[src/rtl/stopwatch_digit_driver.sv]
// stopwatch_digit_driver
//   Stopwatch timebase and four-digit BCD counter (M:SS.t). The digits are
//   time-multiplexed onto a single 4-bit code bus with active-low anode
//   strobes for the board's seven-segment decoder.
//   Decoder code map: 0-9 digits, 10 dash, 11 blank.
//
// Ports
//   clk_i         system clock, rising edge
//   reset_i       asynchronous active-high reset, clears all state
//   start_stop_i  one-cycle pulse: IDLE->RUN, RUN<->PAUSE (ignored in DONE)
//   clear_i       one-cycle pulse: zero the count, back to IDLE (beats start_stop_i)
//   digit_code_o  code of the currently scanned digit
//   anode_o       one-hot active-low enable; [0] tenths, [1] ones, [2] tens, [3] minutes
//   running_o     high while in RUN
//   overflow_o    high while in DONE (terminal count 9:59.9 was reached)
//
// Requires CLK_HZ/TICK_HZ >= 2 and CLK_HZ/SCAN_HZ >= 1.

// One BCD digit of the chain. Wraps MAX->0 on increment; clear has priority.
// nxt_o is the next-state value, zero-extended to the 4-bit code width, so
// the display register can show the count on the same edge it changes.
module stopwatch_bcd_cell #(
  parameter int W   = 4,
  parameter int MAX = 9
) (
  input  logic       clk_i,
  input  logic       reset_i,
  input  logic       clr_i,
  input  logic       inc_i,
  output logic       max_o,
  output logic [3:0] nxt_o
);
  logic [W-1:0] val_q, val_d;

  assign max_o = (val_q == W'(MAX));

  always_comb begin
    val_d = val_q;
    if (clr_i)      val_d = '0;
    else if (inc_i) val_d = max_o ? '0 : val_q + 1'b1;
  end

  assign nxt_o = 4'(val_d);

  always_ff @(posedge clk_i or posedge reset_i) begin
    if (reset_i) val_q <= '0;
    else         val_q <= val_d;
  end
endmodule

module stopwatch_digit_driver #(
  parameter int CLK_HZ  = 100000000,
  parameter int TICK_HZ = 10,
  parameter int SCAN_HZ = 1000
) (
  input  logic       clk_i,
  input  logic       reset_i,
  input  logic       start_stop_i,
  input  logic       clear_i,
  output logic [3:0] digit_code_o,
  output logic [3:0] anode_o,
  output logic       running_o,
  output logic       overflow_o
);
  localparam int D  = CLK_HZ / TICK_HZ;
  localparam int S  = CLK_HZ / SCAN_HZ;
  localparam int TW = $clog2(D);
  // S == 1 would give a zero-width counter; keep one bit that stays at 0.
  localparam int SW = (S > 1) ? $clog2(S) : 1;

  localparam logic [3:0] CODE_DASH = 4'd10;

  typedef enum logic [1:0] {S_IDLE, S_RUN, S_PAUSE, S_DONE} state_t;

  state_t          state_q, state_d;
  logic [TW-1:0]   tick_q,  tick_d;
  logic [SW-1:0]   scan_q,  scan_d;
  logic [1:0]      idx_q,   idx_d;
  logic [3:0]      anode_q, anode_d;
  logic [3:0]      code_q,  code_d;
  logic            running_q, running_d;
  logic            overflow_q, overflow_d;

  logic            tick_wrap, scan_wrap, adv, terminal;
  logic [3:0]      max_w, inc_w;
  logic [3:0][3:0] dig_nxt;

  // ---------------------------------------------------------------------
  // Digit chain: tenths(0..9) -> ones(0..9) -> tens(0..5) -> minutes(0..9).
  // The whole carry ripples combinationally so every wrap lands on one edge.
  // ---------------------------------------------------------------------
  for (genvar g = 0; g < 4; g++) begin : g_digit
    localparam int W   = (g == 2) ? 3 : 4;
    localparam int MAX = (g == 2) ? 5 : 9;

    if (g == 0) begin : g_first
      assign inc_w[g] = adv;
    end else begin : g_rest
      assign inc_w[g] = inc_w[g-1] & max_w[g-1];
    end

    stopwatch_bcd_cell #(.W(W), .MAX(MAX)) u_cell (
      .clk_i   (clk_i),
      .reset_i (reset_i),
      .clr_i   (clear_i),
      .inc_i   (inc_w[g]),
      .max_o   (max_w[g]),
      .nxt_o   (dig_nxt[g])
    );
  end

  // 9:59.9 -- the next tick would wrap the display, so it stops instead.
  assign terminal  = &max_w;
  assign tick_wrap = (tick_q == TW'(D - 1));
  assign scan_wrap = (scan_q == SW'(S - 1));

  // ---------------------------------------------------------------------
  // Control FSM and tick prescaler.
  // ---------------------------------------------------------------------
  always_comb begin
    state_d = state_q;
    tick_d  = tick_q;
    adv     = 1'b0;
    if (clear_i) begin
      // clear outranks start_stop in the same cycle
      state_d = S_IDLE;
      tick_d  = '0;
    end else begin
      unique case (state_q)
        S_IDLE: begin
          if (start_stop_i) begin
            state_d = S_RUN;
            tick_d  = '0;
          end
        end
        S_RUN: begin
          if (start_stop_i) begin
            // pause freezes both the digits and the prescaler phase
            state_d = S_PAUSE;
          end else if (tick_wrap) begin
            tick_d = '0;
            if (terminal) state_d = S_DONE;
            else          adv     = 1'b1;
          end else begin
            tick_d = tick_q + 1'b1;
          end
        end
        S_PAUSE: begin
          if (start_stop_i) begin
            // resume restarts a full tick period rather than the frozen phase
            state_d = S_RUN;
            tick_d  = '0;
          end
        end
        S_DONE: ;
        default: state_d = S_IDLE;
      endcase
    end
  end

  // ---------------------------------------------------------------------
  // Scan and registered outputs. Everything is derived from next-state
  // values so anode, code and the flags change together on one edge.
  // ---------------------------------------------------------------------
  always_comb begin
    scan_d     = scan_wrap ? '0 : scan_q + 1'b1;
    idx_d      = scan_wrap ? idx_q + 1'b1 : idx_q;
    anode_d    = ~(4'b0001 << idx_d);
    code_d     = (state_d == S_DONE) ? CODE_DASH : dig_nxt[idx_d];
    running_d  = (state_d == S_RUN);
    overflow_d = (state_d == S_DONE);
  end

  always_ff @(posedge clk_i or posedge reset_i) begin
    if (reset_i) begin
      state_q    <= S_IDLE;
      tick_q     <= '0;
      scan_q     <= '0;
      idx_q      <= '0;
      anode_q    <= 4'b1110;
      code_q     <= '0;
      running_q  <= 1'b0;
      overflow_q <= 1'b0;
    end else begin
      state_q    <= state_d;
      tick_q     <= tick_d;
      scan_q     <= scan_d;
      idx_q      <= idx_d;
      anode_q    <= anode_d;
      code_q     <= code_d;
      running_q  <= running_d;
      overflow_q <= overflow_d;
    end
  end

  assign digit_code_o = code_q;
  assign anode_o      = anode_q;
  assign running_o    = running_q;
  assign overflow_o   = overflow_q;
endmodule

[config.mk]
export PLATFORM = sky130hd
export DESIGN_NAME = stopwatch_digit_driver
export DESIGN_NICKNAME = d
export VERILOG_FILES = /design/src/rtl/stopwatch_digit_driver.sv
export SDC_FILE = /design/constraint.sdc
export NUM_CORES = 1
export LEC_CHECK = 0
export CAP_MARGIN = 20
export CORE_AREA = 2 2 98 72
export CTS_BUF_LIST = sky130_fd_sc_hd__clkbuf_4
export CTS_CLUSTER_SIZE = 16
export DETAILED_ROUTE_END_ITERATION = 12
export DIE_AREA = 0 0 100 74
export PLACE_DENSITY = 0.86
export SLEW_MARGIN = 15
export SYNTH_ARGS = -nofsm -noshare
export SYNTH_HDL_FRONTEND = slang
export SYNTH_HIERARCHICAL = 1
export SYNTH_SLANG_ARGS = --single-unit
[constraint.sdc]
create_clock -name clk_i -period 4.1 [get_ports clk_i]
set_clock_uncertainty 0.15 [all_clocks]
set_input_delay 0.82 -clock clk_i [delete_from_list [all_inputs] [get_ports clk_i]]
set_output_delay 0.82 -clock clk_i [all_outputs]
set_load 0.01 [all_outputs]
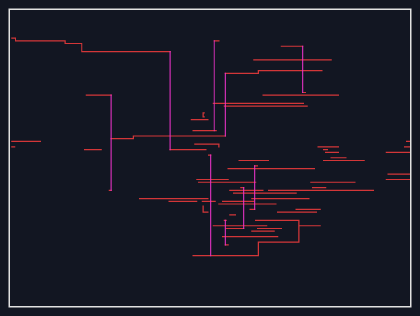
(run_1/wires.png)
(4 px per micron) Only two layers are drawn.
- magenta: metal 4 (wire length 150 microns)
- red: metal 3 (wire length 569 microns)

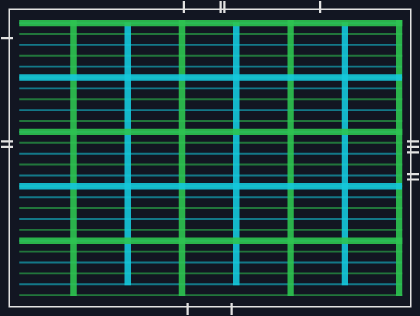
(run_1/power_grid.png)
(4 px per micron) Pins as bars on the die edge.
- cyan: VDD
- green: VSS
- signal pins: 14
- met1 rails: 26
- met5 straps: 5
- rows: 25
Vert. Die Dim: 74 microns
Die X-Extent: 100 microns
Core Region: 0.00651 sq mm
worst vdd ir: 0.000165 V

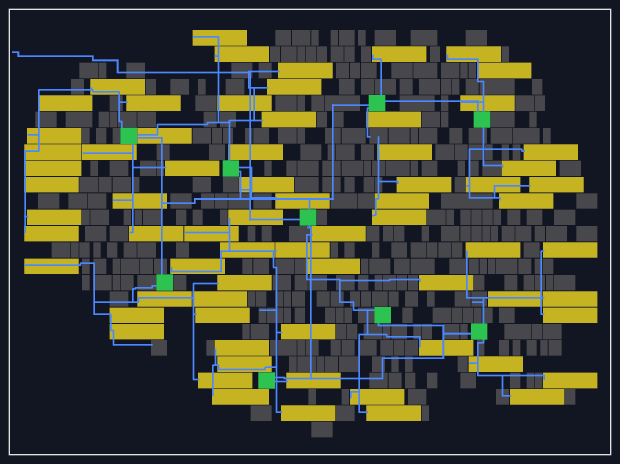
(run_1/clk_routes.png)
(6 px per micron)
- yellow: flip-flops (count 70)
- blue: clock wires (length 846 microns)
- green: clock drivers (count 9)
- routed clock nets: 10
part of the total power dissipated in the clock network: 0.337
clock insertion delay at the later pin of the skew report: 0.44 ns
total clock network power: 387 uW

==> run notes, run 1 <==
Results of the full flow below.

Run status:
- The flow ran to the end, and the final reports show no timing, DRC or antenna violations.

Placement:
- The run puts the number of instances in the placed design at 476.
- The run puts the setup slack at placement at 0.416 ns.
- The run gives the post-placement cell area as 0.00397 sq mm.
- The run puts the half-perimeter wire length after detailed placement at 5.49 mm.

Cells and area:
- The run gives the diode insertion count for antenna repair as 0.
- The run puts the number of nets at the end of the flow at 413.
- The run gives the top logic cell by instance count in the layout as sky130_fd_sc_hd__dfrtp_1.
- The design has 70 sequential cells.
- The run puts the buffer count excluding the clock tree in the final layout at 19.
- The run puts the filler-free cell count of the finished design at 493.
- The run puts the number of non-clock inverters in the layout at 19.
- The run gives the clock-cell share of area as 0.0284.
- Per the layout report, the design carries 505 filler cells.
- The run puts the area of all sequential standard cells at 0.00176 sq mm.
- The run puts the share of layout cells above drive strength 1 at 0.107.
- The run gives the cell area after layout as 0.00409 sq mm.
- In the final design, more cell area goes to multi-input combinational cells than to any other class.
- The library cells used most frequently in the layout, excluding fill and tap cells, are sky130_fd_sc_hd__dfrtp_1 (67), sky130_fd_sc_hd__nor2_1 (35), sky130_fd_sc_hd__nand2_1 (31).

Yosys:
- The run gives the net count entering floorplan as 395.
- After synthesis, the mean cell area works out to 9.63 sq um.
- In this run, the synthesized area fraction spent on adder and majority cells is recorded as 0.00668.
- The run gives the dominant cell type by area after synthesis as sky130_fd_sc_hd__dfrtp_1.
- The run puts the number of distinct library cells after synthesis at 59.
- The commonest cells after synthesis are sky130_fd_sc_hd__dfrtp_1 (67), sky130_fd_sc_hd__nor2_1 (35), sky130_fd_sc_hd__nand2_1 (31).
- By instance count, the leading cell after synthesis is sky130_fd_sc_hd__dfrtp_1.
- After synthesis the netlist holds a flip-flop and latch count of 70.
- The run gives the area fraction in and, or, nand and nor cells as 0.274.
- Counting flops with an async set or reset pin after synthesis yields a share of 1.00.
- The run gives the mux contribution to synthesized area as 0.0281.
- Per the synth stats, the flop cell with the highest instance count is sky130_fd_sc_hd__dfrtp_1.
- The run gives the prevailing logic family in the synthesized netlist as simple AND/OR/NAND/NOR gates.

STA:
- Setup repair after global routing left no endpoint under its margin.
- The run gives the top achievable clock speed as 0.267 GHz.
- Subtracting the final worst setup slack from the clock period gives 3.75 ns.
- The run gives the number of pins exceeding their max-slew limit in the final report as 0.
- The run gives the final hold slack as 0.344 ns.
- The run gives the pin slew with the least headroom to its limit as 0.972 ns.

Setup path:
- The worst setup path is launched from a flip-flop.
- The most critical setup path has its endpoint at digit_code_o[1].
- The worst setup path is captured at a flip-flop.
- Counting both buffers and inverters, the worst setup path holds a total of 0.
- The run puts the required time reported for the critical path endpoint at 4.30 ns.
- The run gives the cell count along the critical path as 12.
- The most numerous cell type found on the critical path is sky130_fd_sc_hd__a21oi_1.
- The run gives the cell type group with the largest total delay on the critical path as simple AND/OR/NAND/NOR gates.
- For the worst reg-to-reg path, the endpoint reported by OpenROAD is digit_code_o[1].

Power:
- The run puts the fraction of power consumed by combinational cells at 0.054.
- The run gives the power group with the highest consumption as registers.
- Cell internal power was estimated by the tool at 838 uW.
- The run gives the switching share of power as 0.270.
- Of the total power, registers draw 0.609.

Die:
- For this floorplan the total number of well-tap instances is 81.
- The run puts the number of cell rows at 25.
- The run gives the area of the die as 0.00740 sq mm.
- The run gives the share of the core filled by cells before placement as 0.576.

Routing:
- The run gives the final wirelength as 7.97 mm.
- The run puts the number of nets still failing antenna checks after routing at 0.

Hold path:
- Looking at the hold checks, the worst path lands on scan_q[0].
- The worst hold path begins at scan_q[0].
- In this run the worst hold path is classified as flip-flop to flip-flop.
- The run puts the instance count along the most critical hold path at 1.

Global routing:
- The run gives the number of global-route vias before repair as 2790.
- The run puts the total congestion overflow after global routing at 0.
- The initial antenna violation count came to 0.

Clock tree:
- The number of gates resized after CTS was 0.
- TritonCTS built the clock tree.
- The run puts the number of hold-repair buffers added at the cts stage at 0.
- On the reported timing paths, the clock transition at the registers reads 0.13 ns.
- In this run the number of H-tree levels came out at 3.
[run 1: routing by layer]
| layer | wire length [microns] | GRT usage | vias up |
|---|---|---|---|
| met5 | 0 | 0 | - |
| met4 | 150 | 0.0898 | 0 |
| met3 | 569 | 0.0724 | 19 |
| met2 | 3510 | 0.335 | 110 |
| met1 | 3740 | 0.322 | 1471 |
| li1 | - | - | 1439 |
[run 1: sequential cells by signal, summed over array words and instances, names as in the netlist]
signal / count
tick_q: 24
scan_q: 17
g_digit.u_cell/val_q: 15
anode_o: 4
digit_code_o: 4
idx_q: 2
state_q: 2
overflow_o: 1
running_o: 1
==> run_1/placement.png <==
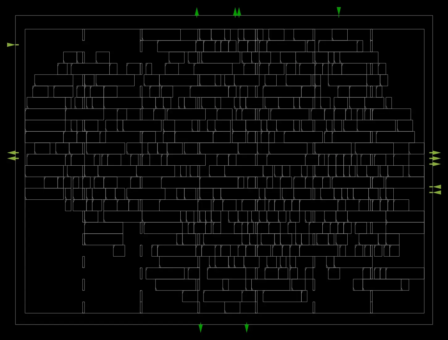

--- run 2 (diff from run 1) ---
--- a/config.mk
+++ b/config.mk
@@ -7,7 +7,7 @@
 export LEC_CHECK = 0
 export CAP_MARGIN = 20
 export CORE_AREA = 2 2 98 72
-export CTS_BUF_LIST = sky130_fd_sc_hd__clkbuf_4
+export CTS_BUF_LIST = sky130_fd_sc_hd__clkbuf_2
 export CTS_CLUSTER_SIZE = 16
 export DETAILED_ROUTE_END_ITERATION = 12
 export DIE_AREA = 0 0 100 74
==> constraint.sdc (replaced) <==
create_clock -name clk_i -period 4.45 [get_ports clk_i]
set_clock_uncertainty 0.15 [all_clocks]
set_input_delay 0.89 -clock clk_i [delete_from_list [all_inputs] [get_ports clk_i]]
set_output_delay 0.89 -clock clk_i [all_outputs]
set_load 0.01 [all_outputs]
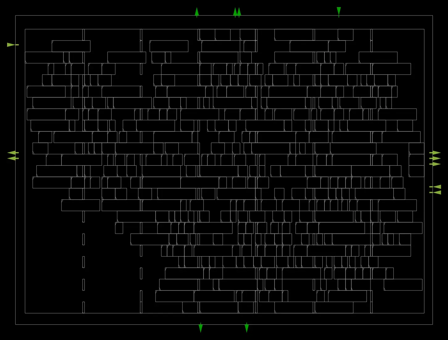
(run_2/placement.png)
sequential share of cell area: 0.429
number of cell rows: 25

==> run 2 against run 1 <==
Compared with the run above: synthesized cell count stayed put; clock power up 7.2%; combinational power shrank 9.9%; critical path type unchanged; critical endpoint is now digit_code_o[3]; largest cell class unchanged; largest power group unchanged.
==> run notes, run 2 <==
Results of the full flow below.

Power:
- The run gives the sequential cell fraction of total power as 0.578.
- The largest part of the power goes to registers.
- The run puts the power in combinational cells at 55.3 uW.
- The run gives the relative contribution of the clock network to total power as 0.372.
- In this run, power in the clock network comes to 415 uW.
- The power report lists cell-internal power as 839 uW.
- The switching portion of total power comes to 0.248.
- The run gives the maximum vdd drop as 0.000174 V.

Hold path:
- The run gives the instance count along the most critical hold path as 1.
- The run gives the path type of the worst min-delay path as flip-flop to flip-flop.
- The endpoint of the worst hold path is reported as tick_q[23].
- Per the hold report, the tightest min-delay path originates at tick_q[23].

Cells and area:
- The final layout report lists a non-clock buffer count of 17.
- The run gives the cell area after layout as 0.00409 sq mm.
- The number of sequential cells reported for the layout is 70.
- The largest registers in the layout are tick_q: 24 flops, scan_q: 17 flops, g_digit.u_cell/val_q: 15 flops.
- Counting the fill cells in the layout gives 523.
- By instance count after routing, the leading logic cell type is sky130_fd_sc_hd__dfrtp_1.
- Ranked by flip-flop count, first place goes to tick_q.
- The run puts the number of nets at the end of the flow at 411.
- The run gives the largest contributor to cell area by class as multi-input combinational cells.
- The layout summary lists the proportion of cells stronger than drive strength 1 as 0.100.
- The run gives the diode insertion count for antenna repair as 0.
- The run puts the clock-cell share of area at 0.0327.
- The final layout report lists a non-clock inverter count of 19.
- The run gives the filler-free cell count of the finished design as 491.
- The register with the most flip-flops in the layout has 24 of them.
- The run puts the area of all sequential standard cells at 0.00176 sq mm.
- The most common logic cells in the final layout are sky130_fd_sc_hd__dfrtp_1 (67), sky130_fd_sc_hd__nor2_1 (35), sky130_fd_sc_hd__nand2_1 (31).

Die:
- The run puts the area of the die at 0.00740 sq mm.
- The run gives the die boundary height as 74 microns.
- The run puts the share of the core filled by cells before placement at 0.576.
- The run gives the die span in x as 100 microns.
- The floorplan report gives the top-level pin count as 14.

Global routing:
- The run gives the met1 usage in global routing as 0.320.
- The run gives the fraction of met3 tracks used by global routing as 0.0865.
- The run gives the number of global-route vias before repair as 2795.
- The run puts the initial antenna violation count at 0.
- The run gives the total congestion overflow after global routing as 0.

Routing:
- The run gives the detailed-routing iteration count for the pre-antenna-repair pass as 5.
- Once detail routing completed, the nets flagged for antenna violations numbered 0.
- The run puts the routed length on met2 at 3.53 mm.
- After detailed routing, the met3 layer carries 602 microns of wire.
- In this run the top signal layer used is met4.
- Per the detailed-route log, wirelength across all metal layers totals 7.94 mm.
- The run puts the post-route met1 wirelength at 3.72 mm.

Yosys:
- The run puts the async set-or-reset flop fraction in the synthesized netlist at 1.00.
- Yosys reports that the most numerous cell types are sky130_fd_sc_hd__dfrtp_1 (67), sky130_fd_sc_hd__nor2_1 (35), sky130_fd_sc_hd__nand2_1 (31).
- The run puts the number of distinct library cells after synthesis at 59.
- The cell-mix breakdown from Yosys lists the adder-cell area share as 0.00668.
- The cell-mix breakdown from Yosys lists the simple-gate area share as 0.274.
- The run gives the dominant register cell in the synthesized netlist as sky130_fd_sc_hd__dfrtp_1.
- The run gives the net count entering floorplan as 395.
- Among the non-sequential cells, simple AND/OR/NAND/NOR gates take the most area.
- For reference, the mux area share after synthesis is 0.0281.
- The run gives the post-synthesis sequential element count as 70.
- Dividing the synthesized area by the synthesized cell count gives 9.63 sq um.
- The run gives the post-synthesis cell type with the largest instance count as sky130_fd_sc_hd__dfrtp_1.

STA:
- Subtracting the final worst setup slack from the clock period gives 3.93 ns.
- The final timing report lists a max-slew violation count of 0.
- The run puts the pin slew with the least headroom to its limit at 0.959 ns.
- The run gives the final hold slack as 0.344 ns.
- Setup repair after global routing left no endpoint under its margin.

Placement:
- The detailed placer reported the number of placed instances as 474.
- The run gives the half-perimeter wire length after detailed placement as 5.47 mm.

Setup path:
- STA classifies the critical path startpoint as a flip-flop.
- The worst register-to-register path ends at digit_code_o[3].
- The run puts the setup slack on the worst flop-to-flop path at 0.52 ns.
- The run gives the capturing element type of the critical path as a flip-flop.
- The run gives the critical path capture point as digit_code_o[3].
- Data on the critical path is required at its endpoint by 4.76 ns.

Clock tree:
- TritonCTS built the clock tree.
- The timing report gives the clock slew at the launch and capture registers of the worst setup and hold paths as 0.22 ns.
- The post-CTS hold buffer count recorded in the log is 0.
- The run puts the maximum level of the CTS H-tree at 3.

Run status:
- The run finished with clean final reports.
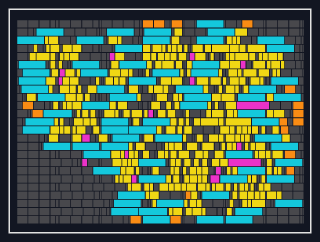
(run_2/placement_by_type.png)
(3 px per micron) Fill, decap, tap and diode cells in grey.
- cyan: flops (cells 70)
- magenta: clock drivers and dummy loads (cells 16)
- yellow: combinational and other logic (cells 307)
- orange: other buffers and delay cells (cells 17)

[run 2: worst max-delay path, cell delays in order (launching register included)]
cell and delay [ns]:
sky130_fd_sc_hd__dfrtp_1 0.47, sky130_fd_sc_hd__or4b_1 0.52, sky130_fd_sc_hd__or4_4 0.53, sky130_fd_sc_hd__or2_4 0.28, sky130_fd_sc_hd__nor4b_4 0.37, sky130_fd_sc_hd__and2_1 0.28
sky130_fd_sc_hd__nand3_2 0.11, sky130_fd_sc_hd__mux2_2 0.28, sky130_fd_sc_hd__o32ai_2 0.28, sky130_fd_sc_hd__mux2i_1 0.14, sky130_fd_sc_hd__nor2b_1 0.16, sky130_fd_sc_hd__a211oi_1 0.07
sky130_fd_sc_hd__o211ai_1 0.19
Power is estimated from default activity; no workload was simulated.
